**Run 1: cell sizes after repair**

Scale bar: 20 µm.
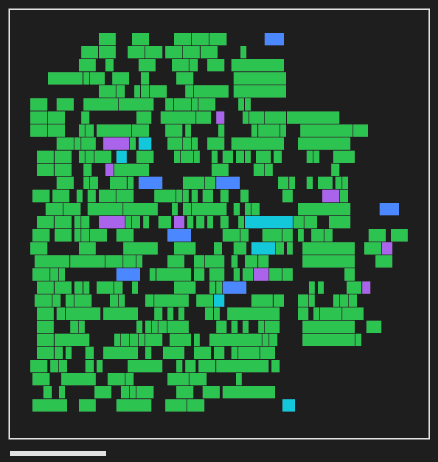
**Run 1: cell outlines without signal wires**

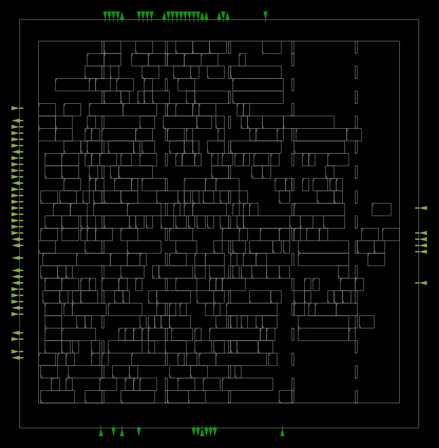
**Run 1: where the registers sit**

Scale bar: 20 µm. Other sequential cells in the stronger gray, the rest of the logic in the fainter gray.
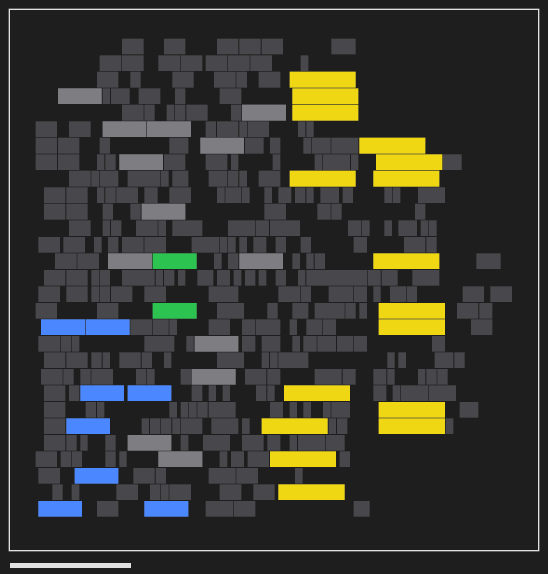
### config.mk
export PLATFORM = sky130hd
export DESIGN_NAME = crypto_access_arbiter
export DESIGN_NICKNAME = d
export VERILOG_FILES = /design/src/rtl/crypto_access_arbiter.sv
export SDC_FILE = /design/constraint.sdc
export NUM_CORES = 1
export LEC_CHECK = 0
export CAP_MARGIN = 10
export CORE_AREA = 4 4 83 85
export CTS_CLUSTER_DIAMETER = 200
export DETAILED_ROUTE_END_ITERATION = 10
export DIE_AREA = 0 0 87 89
export GPL_TIMING_DRIVEN = 0
export PLACE_DENSITY = 0.69
export SLEW_MARGIN = 0
export SYNTH_ARGS = -nofsm -noshare
export SYNTH_HDL_FRONTEND = slang
export SYNTH_SLANG_ARGS = --single-unit
### constraint.sdc
create_clock -name clk -period 5.4 [get_ports clk]
set_input_delay 1.08 -clock clk [delete_from_list [all_inputs] [get_ports clk]]
set_output_delay 1.08 -clock clk [all_outputs]
set_load 0.02 [all_outputs]
### src/rtl/crypto_access_arbiter.sv
// Shares one encryptor among NUM_REQ valid/ready requesters: starvation override, then priority, then round-robin.
// Optional CRYPTO_ARB_STATS_EN adds stall_cnt and per-requester grant_cnt outputs.
module crypto_access_arbiter #(
  parameter int NUM_REQ      = 4,
  parameter int DATA_W       = 8,
  parameter int ENC_LAT      = 1,
  parameter int STARVE_LIMIT = 12
) (
  input  logic                       clk,
  input  logic                       reset,
  input  logic [NUM_REQ-1:0]         req_valid,
  input  logic [NUM_REQ*DATA_W-1:0]  req_data,
  input  logic [NUM_REQ-1:0]         high_prio,
  output logic [NUM_REQ-1:0]         req_ready,
  output logic                       enc_start,
  output logic [DATA_W-1:0]          enc_data_in,
  input  logic [DATA_W-1:0]          enc_data_out,
  output logic                       rsp_valid,
  output logic [DATA_W-1:0]          rsp_data,
  output logic [$clog2(NUM_REQ)-1:0] rsp_id,
  input  logic                       rsp_ready,
  output logic                       busy
`ifdef CRYPTO_ARB_STATS_EN
  ,
  output logic [15:0]                stall_cnt,
  output logic [NUM_REQ*8-1:0]       grant_cnt
`endif
);

  localparam int ID_W  = $clog2(NUM_REQ);
  localparam int LAT_W = $clog2(ENC_LAT + 1);
  localparam logic [3:0] STARVE = 4'(STARVE_LIMIT);

  localparam logic [1:0] S_IDLE  = 2'd0;
  localparam logic [1:0] S_ISSUE = 2'd1;
  localparam logic [1:0] S_WAIT  = 2'd2;
  localparam logic [1:0] S_RESP  = 2'd3;

  logic [1:0]        state_q, state_d;
  logic [LAT_W-1:0]  lat_q, lat_d;
  logic [ID_W-1:0]   rr_ptr_q;
  logic [DATA_W-1:0] enc_data_in_q;
  logic [DATA_W-1:0] rsp_data_q;
  logic [ID_W-1:0]   rsp_id_q;
  logic [3:0]        wait_q [NUM_REQ];

  logic            s_hit, p_hit, grant;
  logic [ID_W-1:0] s_idx, p_idx, r_idx, win;

  // Downward scans leave the lowest matching index (or nearest to rr_ptr) as the final assignment.
  always_comb begin
    s_hit = 1'b0;
    s_idx = '0;
    p_hit = 1'b0;
    p_idx = '0;
    r_idx = '0;
    for (int i = NUM_REQ - 1; i >= 0; i--) begin
      if (req_valid[i] && (wait_q[i] == STARVE)) begin
        s_hit = 1'b1;
        s_idx = ID_W'(i);
      end
      if (req_valid[i] && high_prio[i]) begin
        p_hit = 1'b1;
        p_idx = ID_W'(i);
      end
    end
    for (int k = NUM_REQ - 1; k >= 0; k--) begin
      if (req_valid[(int'(rr_ptr_q) + k) % NUM_REQ]) begin
        r_idx = ID_W'((int'(rr_ptr_q) + k) % NUM_REQ);
      end
    end
    win = s_hit ? s_idx : (p_hit ? p_idx : r_idx);
  end

  assign grant = (state_q == S_IDLE) && (|req_valid);

  always_comb begin
    req_ready = '0;
    if (grant) begin
      req_ready[win] = 1'b1;
    end
  end

  always_comb begin
    state_d = state_q;
    lat_d   = lat_q;
    case (state_q)
      S_IDLE: begin
        if (grant) state_d = S_ISSUE;
      end
      S_ISSUE: begin
        lat_d   = LAT_W'(ENC_LAT);
        state_d = S_WAIT;
      end
      S_WAIT: begin
        lat_d = lat_q - LAT_W'(1);
        if (lat_q == LAT_W'(1)) state_d = S_RESP;
      end
      S_RESP: begin
        if (rsp_ready) state_d = S_IDLE;
      end
      default: state_d = S_IDLE;
    endcase
  end

  always_ff @(posedge clk) begin
    if (reset) begin
      state_q       <= S_IDLE;
      lat_q         <= '0;
      rr_ptr_q      <= '0;
      enc_data_in_q <= '0;
      rsp_id_q      <= '0;
      rsp_data_q    <= '0;
    end else begin
      state_q <= state_d;
      lat_q   <= lat_d;
      if (grant) begin
        enc_data_in_q <= req_data[int'(win)*DATA_W +: DATA_W];
        rsp_id_q      <= win;
        rr_ptr_q      <= (win == ID_W'(NUM_REQ - 1)) ? '0 : win + ID_W'(1);
      end
      // Final WAIT cycle: the encryptor output is valid now.
      if ((state_q == S_WAIT) && (lat_q == LAT_W'(1))) begin
        rsp_data_q <= enc_data_out;
      end
    end
  end

  always_ff @(posedge clk) begin
    for (int i = 0; i < NUM_REQ; i++) begin
      if (reset || !req_valid[i] || req_ready[i]) begin
        wait_q[i] <= 4'd0;
      end else if (wait_q[i] != STARVE) begin
        wait_q[i] <= wait_q[i] + 4'd1;
      end
    end
  end

  assign enc_start   = (state_q == S_ISSUE);
  assign rsp_valid   = (state_q == S_RESP);
  assign busy        = (state_q != S_IDLE);
  assign enc_data_in = enc_data_in_q;
  assign rsp_data    = rsp_data_q;
  assign rsp_id      = rsp_id_q;

`ifdef CRYPTO_ARB_STATS_EN
  logic [15:0]          stall_cnt_q;
  logic [NUM_REQ*8-1:0] grant_cnt_q;

  always_ff @(posedge clk) begin
    if (reset) begin
      stall_cnt_q <= '0;
      grant_cnt_q <= '0;
    end else begin
      if (rsp_valid && !rsp_ready && (stall_cnt_q != 16'hFFFF)) begin
        stall_cnt_q <= stall_cnt_q + 16'd1;
      end
      for (int i = 0; i < NUM_REQ; i++) begin
        if (req_ready[i]) begin
          grant_cnt_q[i*8 +: 8] <= grant_cnt_q[i*8 +: 8] + 8'd1;
        end
      end
    end
  end

  assign stall_cnt = stall_cnt_q;
  assign grant_cnt = grant_cnt_q;
`endif

endmodule

==> run_results.csv, run 1 <==
group,metric,value,unit
synthesis,fp_nets,338,
clocking,clock-sinks,39,
clocking,cts_tree,"yes",
timing,skew,0.0118,ns
final_layout,nets,415,
worst_setup_path,r2r_cells,11,
worst_setup_path,required,4.32,ns
floorplan,chipWidth,87,µm
timing,setup-tns-final,0,ns
place,post-place-ws,0.342,ns
synthesis,syn_area,2390,µm²
timing,holdWs,0.457,ns
synthesis,compound_area_frac,0.142,
place,placed_cells,417,
timing,setup_viol,0,
worst_setup_path,crit_path_start,"high_prio[1]",
grt,grt_use_total,0.153,
worst_setup_path,rrSetupSlack,2.02,ns
power,p_total,1.10,mW
worst_setup_path,r2r-start,"wait_q[0][0]",
synthesis,ys_sh_xor,0.0293,
routing,vias,2143,
grt,grt_antenna_before_repair,0,
synthesis,edf_count,16,
clocking,cts_setup_buffers,0,
min_path,min_path_cells,2,
synthesis,yosys.stat.chipArea,2390,µm²
routing,finalWirelength,5690,µm
place,gp_congestion,0.772,
final_layout,nFillCells,584,
worst_setup_path,critPathMaxFanout,11,
synthesis,logic_family,"simple AND/OR/NAND/NOR gates",
synthesis,async_flop_share,0,
final_layout,diodes,0,
routing,routedWlPerCell,13.4,µm
synthesis,fa_ha_area_frac,0.0890,
synthesis,area_leaders,"edfxtp_1 (20%), dfxtp_1 (19%), ha_1 (8.9%)",
clocking,cts_resized,0,
synthesis,mux_share,0.0544,
job,warnings,37,
timing,worst_slew_pin_slew,0.894,ns
routing,first_iter_violations,101,
synthesis,avgSynthCellArea,8.86,µm²
clocking,cts-hold-fix-buffers,0,
grt,grt_pass1_vias,2108,
min_path,hp-start,"rsp_data[1]",
routing,ant_nets,0,
synthesis,synth.distinct_cells,46,
timing,slew_violations,0,
floorplan,die_area,7740,µm²
power,p_leak,1.31,nW
place,dp_hpwl,4440,µm
clocking,cts_htree_levels,2,
worst_setup_path,r2r-end,"wait_q[2][2]",
clocking,cts_buffers,5,
floorplan,pin_count,76,
synthesis,ys_ff,39,
job,cap_violations,0,
routing,drc_errors,0,
final_layout,drive_gt1_frac,0.0632,
place,placed_area,3190,µm²
floorplan,initCoreUtil,0.385,
timing,fmax,0.198,GHz
power,power.density,335,nW/µm²
place,port_buffers,70,
synthesis,top_area_cell,"edfxtp_1",
timing,maxSlewHeadroom,0.402,
clocking,cts.clk_slew.worst_paths,0.08,ns
timing,finalHoldViolCount,0,
worst_setup_path,crit_slowest_cell,"o41ai_4",
power,vdd_drop_max,0.000219,V
synthesis,seq_area_frac_synth,0.394,
grt,grt_overflow,0,
min_path,holdPathEnd,"rsp_data[1]",
grt,grt_pass1_wl,9590,µm
clocking,cts_max_path_buffers,2,
clocking,root_buffer,"clkbuf_8",
grt,grt_max_degree,14,
worst_setup_path,path_common_cell,"clkdlybuf4s50_1",
timing,finalClockPeriodUsage,0.936,
final_layout,fin_area,3280,µm²
clocking,clock_latency,0.29,ns
min_path,hold_class,"reg2reg",
floorplan,dieHeight,89,µm
final_layout,areaGrowthSynthToFinish,37.0,%
timing,period_minus_slack,5.05,ns
worst_setup_path,cpPeakStageDelay,0.80,ns
worst_setup_path,critical_path_class,"in2out",
synthesis,yosys_most_used_dff,"dfxtp_1",
synthesis,netlist.area_leader.share,0.201,
synthesis,top_cells_by_count,"nor2_1 (35), nand3_1 (29), dfxtp_1 (23), nand2_1 (22), inv_1 (18)",
worst_setup_path,end_kind,"primary output",
synthesis,yosys_warnings,0,
synthesis,synth.most_common_cell,"nor2_1",
worst_setup_path,startpoint_type,"input pin",
synthesis,ys_cells,270,
outcome,status,"finished clean",
floorplan,core,6200,µm²
timing,rsz0062_at_grt,"false",
floorplan,row_count,29,
worst_setup_path,critPathArrivalTime,3.97,ns
synthesis,syn_inst,270,
worst_setup_path,path_cells,"clkdlybuf4s50_1 > a21oi_1 > a21o_1 > o41ai_4 > inv_4 > buf_2 > ha_1 > and2_1 > clkdlybuf4s50_1",
worst_setup_path,crit_end,"req_ready[2]",
routing,avgViaCountPerCell,5.04,
timing,finalWorstSetupSlack,0.348,ns
synthesis,simple_gate_area_frac,0.233,
routing,dr.pass1.iters,4,
About 'cell sizes after repair':
| color | size | cells | share |
|---|---|---|---|
| blue | x6 and larger | 7 | 2.0% |
| cyan | x3 and x4 | 6 | 1.7% |
| green | x1 and smaller | 326 | 94% |
| purple | x2 | 9 | 2.6% |

About 'cell outlines without signal wires':
Finished Layout Cells: 425
# Taps: 77

About 'where the registers sit':
| color | netlist name | sequential cells |
|---|---|---|
| yellow | `wait_q` | 16 |
| blue | `rsp_data` | 8 |
| green | `rsp_id` | 2 |
not colored: 13
sequential power: 0.405 mW
Sequential Area: 941 µm²
flop share of the area: 0.287
final design utilization: 0.528

-- run 1: cells in the final DEF, fill, tap and decap left out, types with 2 or more instances in the layout --
cell type,count
clkbuf_8,5
o21a_1,2
nand4_1,4
and2_1,4
clkdlybuf4s50_1,70
inv_4,2
xor2_1,4
a21oi_1,11
mux2i_1,13
a41o_1,2
nand2b_1,4
dfxtp_1,23
xnor2_1,4
nor2_1,35
a21o_1,2
inv_1,18
ha_1,17
nor3_1,6
o21ai_0,11
o2111ai_1,5
nand3_1,29
a31oi_1,2
and3_1,3
nor2b_1,2
buf_2,2
buf_6,2
a2111oi_2,2
clkbuf_1,6
nand2_1,22
edfxtp_1,16
-- run 1: metal layers --
metal	wire length (µm)	vias to the layer above	track usage
met5	0	-	0
met4	21	0	0.0326
met1	2400	967	0.189
met3	469	2	0.0498
met2	2800	74	0.264
li1	-	1100	-
-- run 1: flip-flops by register name, indices dropped and copies added, names as in the netlist --
| signal | cells |
|---|---|
| wait_q | 16 |
| enc_data_in | 8 |
| rsp_data | 8 |
| rr_ptr_q | 2 |
| rsp_id | 2 |
| state_q | 2 |
| lat_q | 1 |
-- run 1: area by class of cell --
cell class                 count  area [µm²]  area share
tap                           77        96.3      0.0294
multi-input combinational    200        1310       0.400
sequential                    39         941       0.287
timing repair buffer          70         701       0.214
clock inverter                 3        18.8     0.00573
clock buffer                   5        68.8      0.0210
buffer                        12        66.3      0.0202
inverter                      19        73.8      0.0225
-- run 1: where the power goes --
group          leakage, nW  internal (mW)  switching, mW
clock network       0.0445         0.0902          0.105
logic                0.878          0.227          0.271
registers            0.384          0.364         0.0412
-- run 1: worst max-delay path, delay by kind of cell --
kind	cells	cell delay [ns]
buffers and inverters	4	1.47
AND-OR/OR-AND	3	1.06
adder cells (fa/ha/maj)	1	0.22
AND/OR/NAND/NOR	1	0.14
==> run 1 -> run 2 <==
--- a/config.mk
+++ b/config.mk
@@ -10,8 +10,8 @@
 export CTS_CLUSTER_DIAMETER = 200
 export DETAILED_ROUTE_END_ITERATION = 10
 export DIE_AREA = 0 0 87 89
-export GPL_TIMING_DRIVEN = 0
 export PLACE_DENSITY = 0.69
+export SETUP_SLACK_MARGIN = 0.15
 export SLEW_MARGIN = 0
 export SYNTH_ARGS = -nofsm -noshare
 export SYNTH_HDL_FRONTEND = slang
==> run 2 against run 1 <==
Total power up 2.9%. Design area up 0.57%. Die area unchanged. Register-to-register slack better by 0.42 ns. Critical path depth up 1. Count of clock-buffer cells in the layout up 1. Area after synthesis unchanged. Sequential share of layout area down 0.16 points. Routed wire length up 3.0%. Hold slack worse by 0.00080 ns. Highest routed layer unchanged. Sequential power up 2%. First-iteration DRC count down 24%.
==> run_results.csv, run 2 <==
group,metric,value,unit
outcome,status,"finished clean",
final_layout,top_register,"wait_q",
floorplan,row_count,29,
timing,rsz0062_at_grt,"false",
timing,worst_slew_pin_slew,0.988,ns
timing,finalHoldViolCount,0,
synthesis,syn_area,2390,µm²
synthesis,syn_inst,270,
min_path,hold_class,"reg2reg",
clocking,cts.clk_slew.worst_paths,0.08,ns
final_layout,nFillCells,571,
clocking,cts-hold-fix-buffers,0,
grt,grt_overflow,0,
power,power.density,343,nW/µm²
synthesis,top_cells_by_count,"nor2_1 (35), nand3_1 (29), dfxtp_1 (23), nand2_1 (22), inv_1 (18)",
worst_setup_path,crit_slowest_cell,"clkdlybuf4s50_1",
synthesis,synth.distinct_cells,46,
job,warnings,37,
routing,first_iter_violations,77,
worst_setup_path,critPathMaxFanout,10,
timing,period_minus_slack,4.95,ns
synthesis,async_flop_share,0,
clocking,cts_setup_buffers,0,
clocking,cts_buffers,5,
worst_setup_path,critical_path_class,"in2out",
synthesis,top_area_cell,"edfxtp_1",
routing,routedWlPerCell,13.9,µm
timing,setup-tns-final,0,ns
floorplan,dieHeight,89,µm
worst_setup_path,path_cells,"clkdlybuf4s50_1 > nand4_1 > o21ai_1 > a41o_1 > nor2_1 > or2_2 > inv_1 > ha_1 > and2_1 > clkdlybuf4s50_1",
grt,grt_pass1_vias,2098,
synthesis,yosys.stat.chipArea,2390,µm²
clocking,cts_tree,"yes",
grt,grtUsageMet3,0.0525,
timing,maxSlewHeadroom,0.339,
worst_setup_path,end_kind,"primary output",
worst_setup_path,startpoint_type,"input pin",
worst_setup_path,cpPeakStageDelay,0.67,ns
grt,grt_use_total,0.156,
grt,grtUsageMet2,0.259,
final_layout,largest_reg_flops,16,
timing,finalClockPeriodUsage,0.916,
place,dp_hpwl,4550,µm
floorplan,pin_count,76,
timing,holdWs,0.456,ns
timing,setup_viol,0,
grt,grt_antenna_before_repair,0,
min_path,min_path_cells,2,
floorplan,initCoreUtil,0.385,
timing,slew_violations,0,
place,gp_congestion,0.849,
worst_setup_path,critPathArrivalTime,3.87,ns
synthesis,fp_nets,338,
grt,grt_max_degree,27,
synthesis,seq_area_frac_synth,0.394,
grt,grt_pass1_wl,9570,µm
routing,avgViaCountPerCell,5.10,
place,port_buffers,75,
timing,fmax,0.202,GHz
routing,dr.pass1.iters,4,
synthesis,edf_count,16,
synthesis,netlist.area_leader.share,0.201,
floorplan,chipWidth,87,µm
==> run 2: cell counts after synthesis <==
Identical to the previous run, type by type.
==> run 2: area by class of cell <==
type,instances,area (µm²),share of cell area
Sequential cell,39,941,0.286
Multi-Input combinational cell,200,1310,0.398
Clock buffer,6,93.8,0.0285
Clock inverter,2,13.8,0.00418
Timing Repair Buffer,77,766,0.232
Inverter,19,73.8,0.0224
Tap cell,77,96.3,0.0292
==> run 2: layer usage <==
layer | part of all wire | vias to the layer above
met2 | 0.47 | 53
met4 | 0.011 | 0
met1 | 0.45 | 989
li1 | - | 1095
met5 | 0 | -
met3 | 0.073 | 5
==> run 2: per-stage QoR <==
stage	instances	cell area (µm²)	worst slack, ns	util	power [mW]
CTS	420	3290	0.429	0.531	1.14
global placement	412	3190	0.478	0.514	0.906
floorplan	270	2390	1.46	-	0.709
finish	420	3290	0.454	0.531	1.13
global route	420	3290	0.249	0.531	1.21
detailed placement	412	3190	0.435	0.514	0.912
==> run 2: power by group <==
group	switching (mW)	internal, mW	total (mW)
sequential	0.0488	0.364	0.412
clock	0.108	0.119	0.227
combinational	0.264	0.226	0.491
==> run 2: path summary, 6_finish.rpt <==
check | from | to
setup / recovery | req_valid[3] | req_ready[3]
hold / removal | rsp_data[0] | rsp_data[0]
setup reg to reg | wait_q[2][0] | wait_q[2][0]
hold reg to reg | rsp_data[0] | rsp_data[0]
==> run 2: cell families (layout without fill, tap and decap cells) <==
logic type,after synthesis,in the layout,share of synthesized area
compound gates,46,46,0.142
simple gates,116,116,0.233
mux,13,13,0.0544
xor+xnor,8,8,0.0293
buf+inv,31,104,0.0586
flops,39,39,0.394
fa+ha+maj,17,17,0.0890
**Run 2: routed metal per tile**

The die is cut into 17 by 18 equal tiles; dark blue is low, red is high, scaled to the fullest tile. Values are wire area over tile area, all layers added.
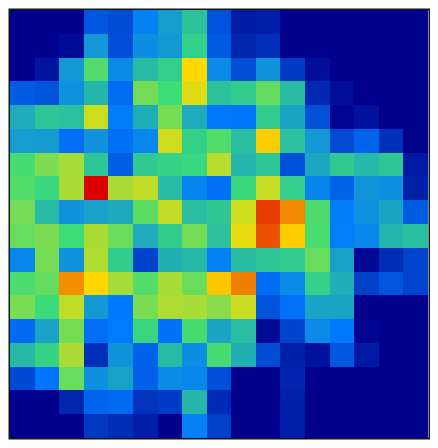
mean over tiles: 0.12
tiles over half the peak: 21%
fullest tile: 0.41
nearly empty tiles: 21%
routed vias: 2,142
final wirelength: 5850 µm

**Run 2: clock wires, drivers and flops**

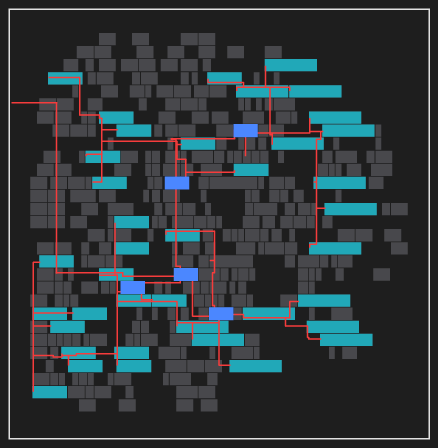
[cyan] flip-flops | count: 39
[blue] clock-net drivers | count: 5
[red] clock wires | length: 528 µm
routed clock nets: 6
flops lie: widely spread
Worst Skew: 0.00565 ns
Clk. pwr: 0.227 mW
Clock Latency Late Sink: 0.29 ns
Clock power frac: 0.201

**Run 2: cell sizes after repair**

Scale bar: 20 µm.
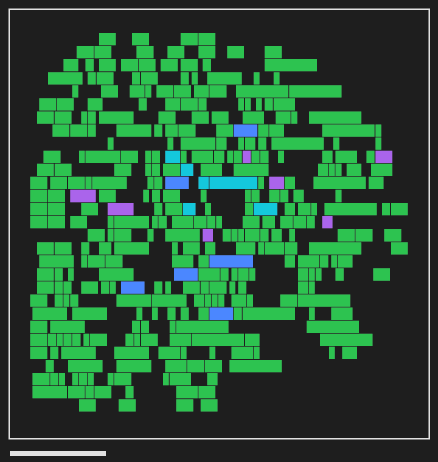
| color | size | cells | share |
|---|---|---|---|
| blue | x6 and larger | 6 | 1.7% |
| cyan | x3 and x4 | 6 | 1.7% |
| green | x1 and smaller | 324 | 94% |
| purple | x2 | 7 | 2.0% |

Power and IR drop assume default switching activity.
